<file path="src/rtl/sdram_pkg.sv">
// Shared SDRAM PHY definitions: command encodings, CAS latency range and read latency bounds.
package sdram_pkg;

    // Command encoding on {ras_n, cas_n, we_n}
    typedef enum logic [2:0] {
        CMD_MRS       = 3'b000,
        CMD_REFRESH   = 3'b001,
        CMD_PRECHARGE = 3'b010,
        CMD_ACTIVE    = 3'b011,
        CMD_WRITE     = 3'b100,
        CMD_READ      = 3'b101,
        CMD_BTERM     = 3'b110,
        CMD_NOP       = 3'b111
    } sdram_cmd_e;

    localparam int CL_MIN       = 2;
    localparam int CL_MAX       = 3;
    localparam int RD_EXTRA_MAX = 3;
    // Worst-case pad-cycle-to-valid latency: CL + capture register + extra stages
    localparam int MAX_RD_LAT   = CL_MAX + RD_EXTRA_MAX + 1;

    // Only CL 2 and 3 are supported; anything other than 3 behaves as 2
    function automatic logic [2:0] cl_effective(input logic [1:0] cl);
        return (cl == 2'd3) ? 3'd3 : 3'd2;
    endfunction

endpackage

</file>
<file path="src/rtl/sdram_rd_tracker.sv">
// Read return tracker: command token delay line, CL-selected tap, beat counter, busy flag.
// Optional bus conflict detector enabled by SDRAM_PHY_CONFLICT_CHECK_EN.
module sdram_rd_tracker
    import sdram_pkg::*;
#(
    parameter int BURST_LEN      = 1,
    parameter int RD_EXTRA_DELAY = 0
)(
    input  logic       clk,
    input  logic       rst,
    input  logic [1:0] cfg_cas_latency,
    input  logic       cmd_read,
    input  logic       cmd_bterm,
`ifdef SDRAM_PHY_CONFLICT_CHECK_EN
    input  logic       pad_dq_oe,
    output logic       err_bus_conflict,
`endif
    output logic       rdata_valid,
    output logic       rd_busy
);

    // Deepest tap is CL_MAX + RD_EXTRA_DELAY - 1, so the line needs no more stages than this
    localparam int DEPTH = CL_MAX + RD_EXTRA_DELAY;
    localparam int W_CNT = 4;

    logic [DEPTH-1:0] rd_line_reg;
    logic [DEPTH-1:0] bt_line_reg;
    logic [DEPTH-1:0] tap_sel;
    logic [DEPTH-1:0] pending;
    logic [2:0]       cl_eff;
    logic [2:0]       tap;
    logic             rd_tap;
    logic             bt_tap;
    logic [W_CNT-1:0] beat_cnt_reg;
    logic [W_CNT-1:0] beat_cnt_next;

    // BTERM wins over everything, READ (re)loads a full burst, otherwise count down
    function automatic logic [W_CNT-1:0] beat_step(input logic [W_CNT-1:0] cur,
                                                   input logic rd, input logic bt);
        if (bt)
            return '0;
        else if (rd)
            return W_CNT'(BURST_LEN);
        else if (cur != '0)
            return cur - 1'b1;
        return cur;
    endfunction

    assign cl_eff = cl_effective(cfg_cas_latency);
    // Token at index k is visible k+1 cycles after the pad command; the counter
    // adds one more register, so the tap is CL + extra - 1
    assign tap    = cl_eff + 3'(RD_EXTRA_DELAY) - 3'd1;

    generate
        for (genvar gi = 0; gi < DEPTH; gi++) begin : g_tap
            assign tap_sel[gi] = (tap == 3'(gi));
            // Tokens past the tap have already been consumed and do not count as in flight
            assign pending[gi] = (rd_line_reg[gi] | bt_line_reg[gi]) & (tap >= 3'(gi));
        end
    endgenerate

    assign rd_tap = |(rd_line_reg & tap_sel);
    assign bt_tap = |(bt_line_reg & tap_sel);

    // Next beat count from the selected tap
    always_comb begin
        beat_cnt_next = beat_step(beat_cnt_reg, rd_tap, bt_tap);
    end

    // Token delay line and beat counter
    always_ff @(posedge clk) begin
        if (rst) begin
            rd_line_reg  <= '0;
            bt_line_reg  <= '0;
            beat_cnt_reg <= '0;
        end else begin
            rd_line_reg  <= {rd_line_reg[DEPTH-2:0], cmd_read};
            bt_line_reg  <= {bt_line_reg[DEPTH-2:0], cmd_bterm};
            beat_cnt_reg <= beat_cnt_next;
        end
    end

    assign rdata_valid = (beat_cnt_reg != '0);
    assign rd_busy     = cmd_read | (|pending) | (beat_cnt_reg != '0);

`ifdef SDRAM_PHY_CONFLICT_CHECK_EN
    logic [W_CNT-1:0] pad_cnt_reg;
    logic             pad_rd_tap;
    logic             pad_bt_tap;
    logic             err_reg;

    // Second counter aligned to when the device actually drives DQ (P+CL onwards)
    assign pad_rd_tap = (cl_eff == 3'd3) ? rd_line_reg[1] : rd_line_reg[0];
    assign pad_bt_tap = (cl_eff == 3'd3) ? bt_line_reg[1] : bt_line_reg[0];

    // Device-drive window counter and sticky conflict flag
    always_ff @(posedge clk) begin
        if (rst) begin
            pad_cnt_reg <= '0;
            err_reg     <= 1'b0;
        end else begin
            pad_cnt_reg <= beat_step(pad_cnt_reg, pad_rd_tap, pad_bt_tap);
            err_reg     <= err_reg | (pad_dq_oe & (pad_cnt_reg != '0));
        end
    end

    assign err_bus_conflict = err_reg;
`endif

endmodule

</file>
<file path="src/rtl/sdram_phy_rdtrack.sv">
// SDRAM PHY top: pad-side command/address/data registers, DQ capture chain, read return tracking.
// Optional feature macro: SDRAM_PHY_CONFLICT_CHECK_EN (bus conflict detector; err tied 0 otherwise).
module sdram_phy_rdtrack
    import sdram_pkg::*;
#(
    parameter int W_SDRAM_BANKSEL = 2,
    parameter int W_SDRAM_ADDR    = 13,
    parameter int W_SDRAM_DATA    = 16,
    parameter int N_RANKS         = 1,
    parameter int BURST_LEN       = 1,
    parameter int RD_EXTRA_DELAY  = 0
)(
    input  logic                        clk,
    input  logic                        rst,
    input  logic [1:0]                  cfg_cas_latency,
    input  logic                        ctrl_clk_enable,
    input  logic [N_RANKS-1:0]          ctrl_cs_n_next,
    input  logic                        ctrl_ras_n_next,
    input  logic                        ctrl_cas_n_next,
    input  logic                        ctrl_we_n_next,
    input  logic                        ctrl_clke_next,
    input  logic [W_SDRAM_BANKSEL-1:0]  ctrl_ba_next,
    input  logic [W_SDRAM_ADDR-1:0]     ctrl_a_next,
    input  logic [W_SDRAM_DATA/8-1:0]   ctrl_dqm_next,
    input  logic [W_SDRAM_DATA-1:0]     ctrl_dq_o_next,
    input  logic                        ctrl_dq_oe_next,
    output logic [W_SDRAM_DATA-1:0]     ctrl_rdata,
    output logic                        ctrl_rdata_valid,
    output logic                        ctrl_rd_busy,
    output logic                        err_bus_conflict,
    output logic                        pad_clk_en,
    output logic [N_RANKS-1:0]          pad_cs_n,
    output logic                        pad_ras_n,
    output logic                        pad_cas_n,
    output logic                        pad_we_n,
    output logic                        pad_clke,
    output logic [W_SDRAM_BANKSEL-1:0]  pad_ba,
    output logic [W_SDRAM_ADDR-1:0]     pad_a,
    output logic [W_SDRAM_DATA/8-1:0]   pad_dqm,
    output logic [W_SDRAM_DATA-1:0]     pad_dq_o,
    output logic                        pad_dq_oe,
    input  logic [W_SDRAM_DATA-1:0]     pad_dq_i
);

    logic [W_SDRAM_DATA-1:0] cap_reg [RD_EXTRA_DELAY+1];
    logic [2:0]              pad_cmd;
    logic                    cmd_read;
    logic                    cmd_bterm;

    // Single register stage between controller and pads; reset leaves the device deselected
    always_ff @(posedge clk) begin
        if (rst) begin
            pad_clk_en <= 1'b0;
            pad_cs_n   <= '1;
            pad_ras_n  <= 1'b1;
            pad_cas_n  <= 1'b1;
            pad_we_n   <= 1'b1;
            pad_clke   <= 1'b0;
            pad_ba     <= '0;
            pad_a      <= '0;
            pad_dqm    <= '1;
            pad_dq_o   <= '0;
            pad_dq_oe  <= 1'b0;
        end else begin
            pad_clk_en <= ctrl_clk_enable;
            pad_cs_n   <= ctrl_cs_n_next;
            pad_ras_n  <= ctrl_ras_n_next;
            pad_cas_n  <= ctrl_cas_n_next;
            pad_we_n   <= ctrl_we_n_next;
            pad_clke   <= ctrl_clke_next;
            pad_ba     <= ctrl_ba_next;
            pad_a      <= ctrl_a_next;
            pad_dqm    <= ctrl_dqm_next;
            pad_dq_o   <= ctrl_dq_o_next;
            pad_dq_oe  <= ctrl_dq_oe_next;
        end
    end

    // Decode the command actually on the pads; BTERM is not qualified by chip select
    assign pad_cmd   = {pad_ras_n, pad_cas_n, pad_we_n};
    assign cmd_read  = (pad_cs_n != '1) && (pad_cmd == CMD_READ);
    assign cmd_bterm = (pad_cmd == CMD_BTERM);

    // DQ input register followed by the optional extra capture stages
    always_ff @(posedge clk) begin
        if (rst) begin
            for (int i = 0; i <= RD_EXTRA_DELAY; i++)
                cap_reg[i] <= '0;
        end else begin
            cap_reg[0] <= pad_dq_i;
            for (int i = 1; i <= RD_EXTRA_DELAY; i++)
                cap_reg[i] <= cap_reg[i-1];
        end
    end

    assign ctrl_rdata = cap_reg[RD_EXTRA_DELAY];

    sdram_rd_tracker #(
        .BURST_LEN      (BURST_LEN),
        .RD_EXTRA_DELAY (RD_EXTRA_DELAY)
    ) u_rd_tracker (
        .clk              (clk),
        .rst              (rst),
        .cfg_cas_latency  (cfg_cas_latency),
        .cmd_read         (cmd_read),
        .cmd_bterm        (cmd_bterm),
`ifdef SDRAM_PHY_CONFLICT_CHECK_EN
        .pad_dq_oe        (pad_dq_oe),
        .err_bus_conflict (err_bus_conflict),
`endif
        .rdata_valid      (ctrl_rdata_valid),
        .rd_busy          (ctrl_rd_busy)
    );

`ifndef SDRAM_PHY_CONFLICT_CHECK_EN
    assign err_bus_conflict = 1'b0;
`endif

endmodule

</file>
<file path="config.mk">
export PLATFORM = sky130hd
export DESIGN_NAME = sdram_phy_rdtrack
export DESIGN_NICKNAME = d
export VERILOG_FILES = /design/src/rtl/sdram_pkg.sv /design/src/rtl/sdram_rd_tracker.sv /design/src/rtl/sdram_phy_rdtrack.sv
export SDC_FILE = /design/constraint.sdc
export NUM_CORES = 1
export LEC_CHECK = 0
export CAP_MARGIN = 20
export CORE_MARGIN = 10
export CORE_UTILIZATION = 39
export DETAILED_ROUTE_END_ITERATION = 6
export PLACE_DENSITY = 0.84
export REMOVE_ABC_BUFFERS = 1
export SYNTH_ARGS = -nofsm -noshare
export SYNTH_HDL_FRONTEND = slang
export SYNTH_SLANG_ARGS = --single-unit
</file>
<file path="constraint.sdc">
create_clock -name clk -period 5.2 [get_ports clk]
set_clock_uncertainty 0.2 [all_clocks]
set_input_delay 0.52 -clock clk [delete_from_list [all_inputs] [get_ports clk]]
set_output_delay 0.52 -clock clk [all_outputs]
set_load 0.1 [all_outputs]
</file>
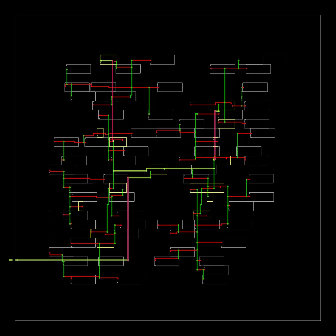
Figure 1: clock routing.
worst skew pair latency: 0.32 ns
P_clk: 384 uW
flip-flops: 66

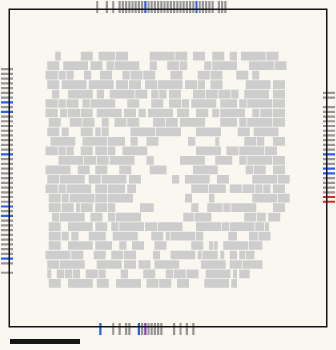
Figure 2: I/O pins on the die edge.
Bar = 20 um. Pins as bars across the die edge, other pins in gray.
port	color	pins	direction	edge
pad_ras_n	purple	1	output	bottom
pad_a	blue	13	output	6 left, 3 right, 2 top, 2 bottom
cfg_cas_latency	red	2	input	right
all pins by edge	43 left, 36 top, 23 right, 17 bottom

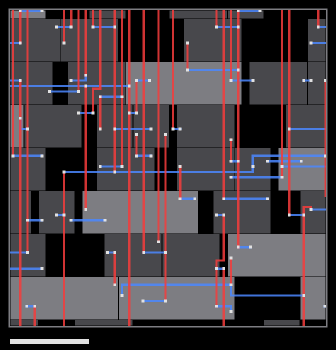
Figure 3: zoomed window.
Bar = 5 um. Region (35, 54) to (55, 74) um. Cells in gray, sequential cells in the stronger gray; small squares are vias.
layer	color
metal 1	blue
metal 2	red
netlist names of flops here include	cap_reg (4), pad_dq_o (1)
cells with their middle in the window	26
most frequent	clkdlybuf4s50_1 (16), nor2b_1 (5), dfxtp_1 (5)
sequential cells in the window	5

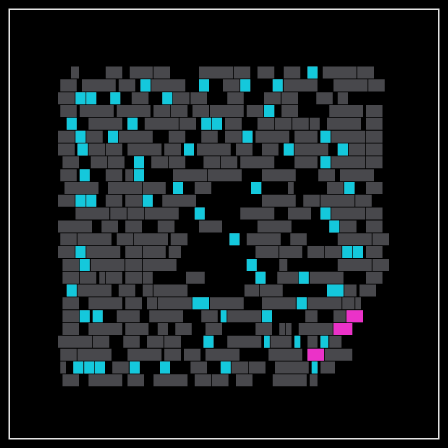
Figure 4: selected gate families.
family	color	cells
nor cells	cyan	62
mux cells	magenta	3
Top cell excl fill/tap: sky130_fd_sc_hd__clkdlybuf4s50_1
share of the final layout cell area in multi-input gates: 17.3%
final cell count without fillers: 355

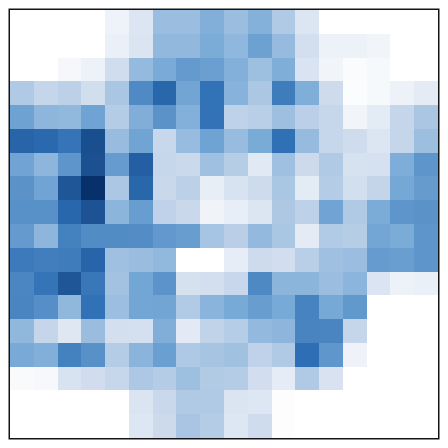
Figure 5: routed metal per tile.
The die is cut into 18 by 18 equal tiles; white is low, dark blue is high, scaled to the fullest tile. Values are wire area over tile area, all layers added.
fullest tile	0.34
mean over tiles	0.11
tiles over half the peak	25%
densest ninth of the die	middle left
nearly empty tiles	18%
post-detailed-routing wire length: 5.28 mm
Tot GR Track Use: 12.7%
final routed wire length divided by cell count: 14.9 um
number of vias in the routed layout: 1472

==> Table 3: Implementation characteristics <==
Summary of implementation characteristics

Parameter                              Value

Detailed routing
  Final antenna-violating net count .................. 0
  Met2 layer wire length in the routed design .................. 2.57 mm
  Number of design-rule violations left by the first detailed-router iteration .................. 38
  Metal-1 WL .................. roughly 1.9 mm

Final timing
  Final critical path time including I/O delays and setup .................. between 3 and 4 ns
  Number of failing setup endpoints in the final timing report .................. 0
  Final Max Slew Viols .................. 0
  Final-layout worst hold slack .................. between 0.2 and 0.25 ns
  Final hold violation count .................. 0

Floorplanning
  Die width .................. ~91 um
  Number of well taps .................. around 67
  Die span in y .................. ~90 um
  Number of placed I/O pins .................. ~120
  Die footprint .................. between 8000 and 9000 um^2

Power and ir drop
  Top contributor to total power .................. sequential cells
  Leakage power of the design .................. about 0.0013 uW
  Seq pwr .................. around 560 uW
  Worst voltage drop across the vdd grid .................. approximately 0.27 mV
  Clock power frac .................. between 20 and 30%

Final layout
  Antenna diode count .................. 0
  Final clock-cell share .................. approximately 5.5%
  Fraction of area in registers .................. 39.5%
  Area Overhead vs Synth .................. 71.3%
  Share of the core filled with cells .................. roughly 70%
  Dominant logic cell types in the final layout .................. 116 x sky130_fd_sc_hd__clkdlybuf4s50_1, 66 x sky130_fd_sc_hd__dfxtp_1, 54 x sky130_fd_sc_hd__nor2b_1
  Multi-input combinational cell count .................. around 86
  Seq. cell area .................. 1320 um^2
  Share of layout cells above drive strength 1 .................. 8.68%
  Final-stage net count .................. approximately 340
  Count of buffers not belonging to the clock network in the layout .................. between 100 and 150
  Finished layout cell area .................. roughly 3300 um^2
  Area occupied by multi-input gates .................. ~580 um^2

Critical path
  Cell with the largest stage delay on the worst path .................. sky130_fd_sc_hd__clkdlybuf4s50_1
  Worst setup path end .................. ctrl_rd_busy
  R2R Path End .................. u_rd_tracker.beat_cnt_reg[0]
  Worst reg2reg setup slack .................. 3.40 ns
  Critical Path Start Type .................. register
  Critical path peak fanout .................. 5
  Critical Path, Cell by Cell .................. inv_1, ha_1, or3b_1, nand4b_1, clkdlybuf4s50_1
  Largest stage delay on the critical path .................. ~1 ns

Status
  Outcome .................. finished, final reports clean

Synthesis
  Post-synthesis xor/xnor area fraction .................. less than 1%
  Cell area after technology mapping .................. 1950 um^2
  FFs w/ async S/R, synth .................. 0%
  Simple-gate share of the synthesized area .................. about a quarter
  Most common flop cell mapped by yosys .................. sky130_fd_sc_hd__dfxtp_1
  Number of cells in Yosys stat .................. 163
  Number of flip-flops and latches in the synthesized netlist .................. 66
  Cell taking the most area after synthesis .................. sky130_fd_sc_hd__dfxtp_1
  Count leader, synth .................. sky130_fd_sc_hd__dfxtp_1
  Post-synth top area share .................. slightly below 70%
  Mux area share .................. 1.60%
  Yosys warning total .................. 0
  Syn avg cell area .................. approximately 12 um^2
  Unique masters post-synth .................. 28

Global route
  Met1 usage in global routing .................. a little under an eighth
  Peak-usage layer in the global routing report .................. met2
  Global-route wire length before repair .................. 8.14 mm
  Vias in the first global route .................. around 1600
  Largest net degree at the start of global routing .................. 37

CTS
  Root buffer cell .................. sky130_fd_sc_hd__clkbuf_8
  Clock-pin transition on the worst setup and hold timing paths .................. about 0.07 ns
  Post-CTS setup buffers .................. 0
  CTS buffer count .................. 9
  Resized Gates After CTS .................. 0

Placement
  Half-perimeter wire length after placement .................. 4.22 mm
  Cell total after placement .................. around 340
  Post-placement cell area .................. approximately 3200 um^2

Hold path
  Hold-critical path depth .................. 1
  Path class of the lowest-slack min-delay path .................. register to register

Run
  Total number of warnings across the stage logs .................. 25
Power and IR drop assume default switching activity.
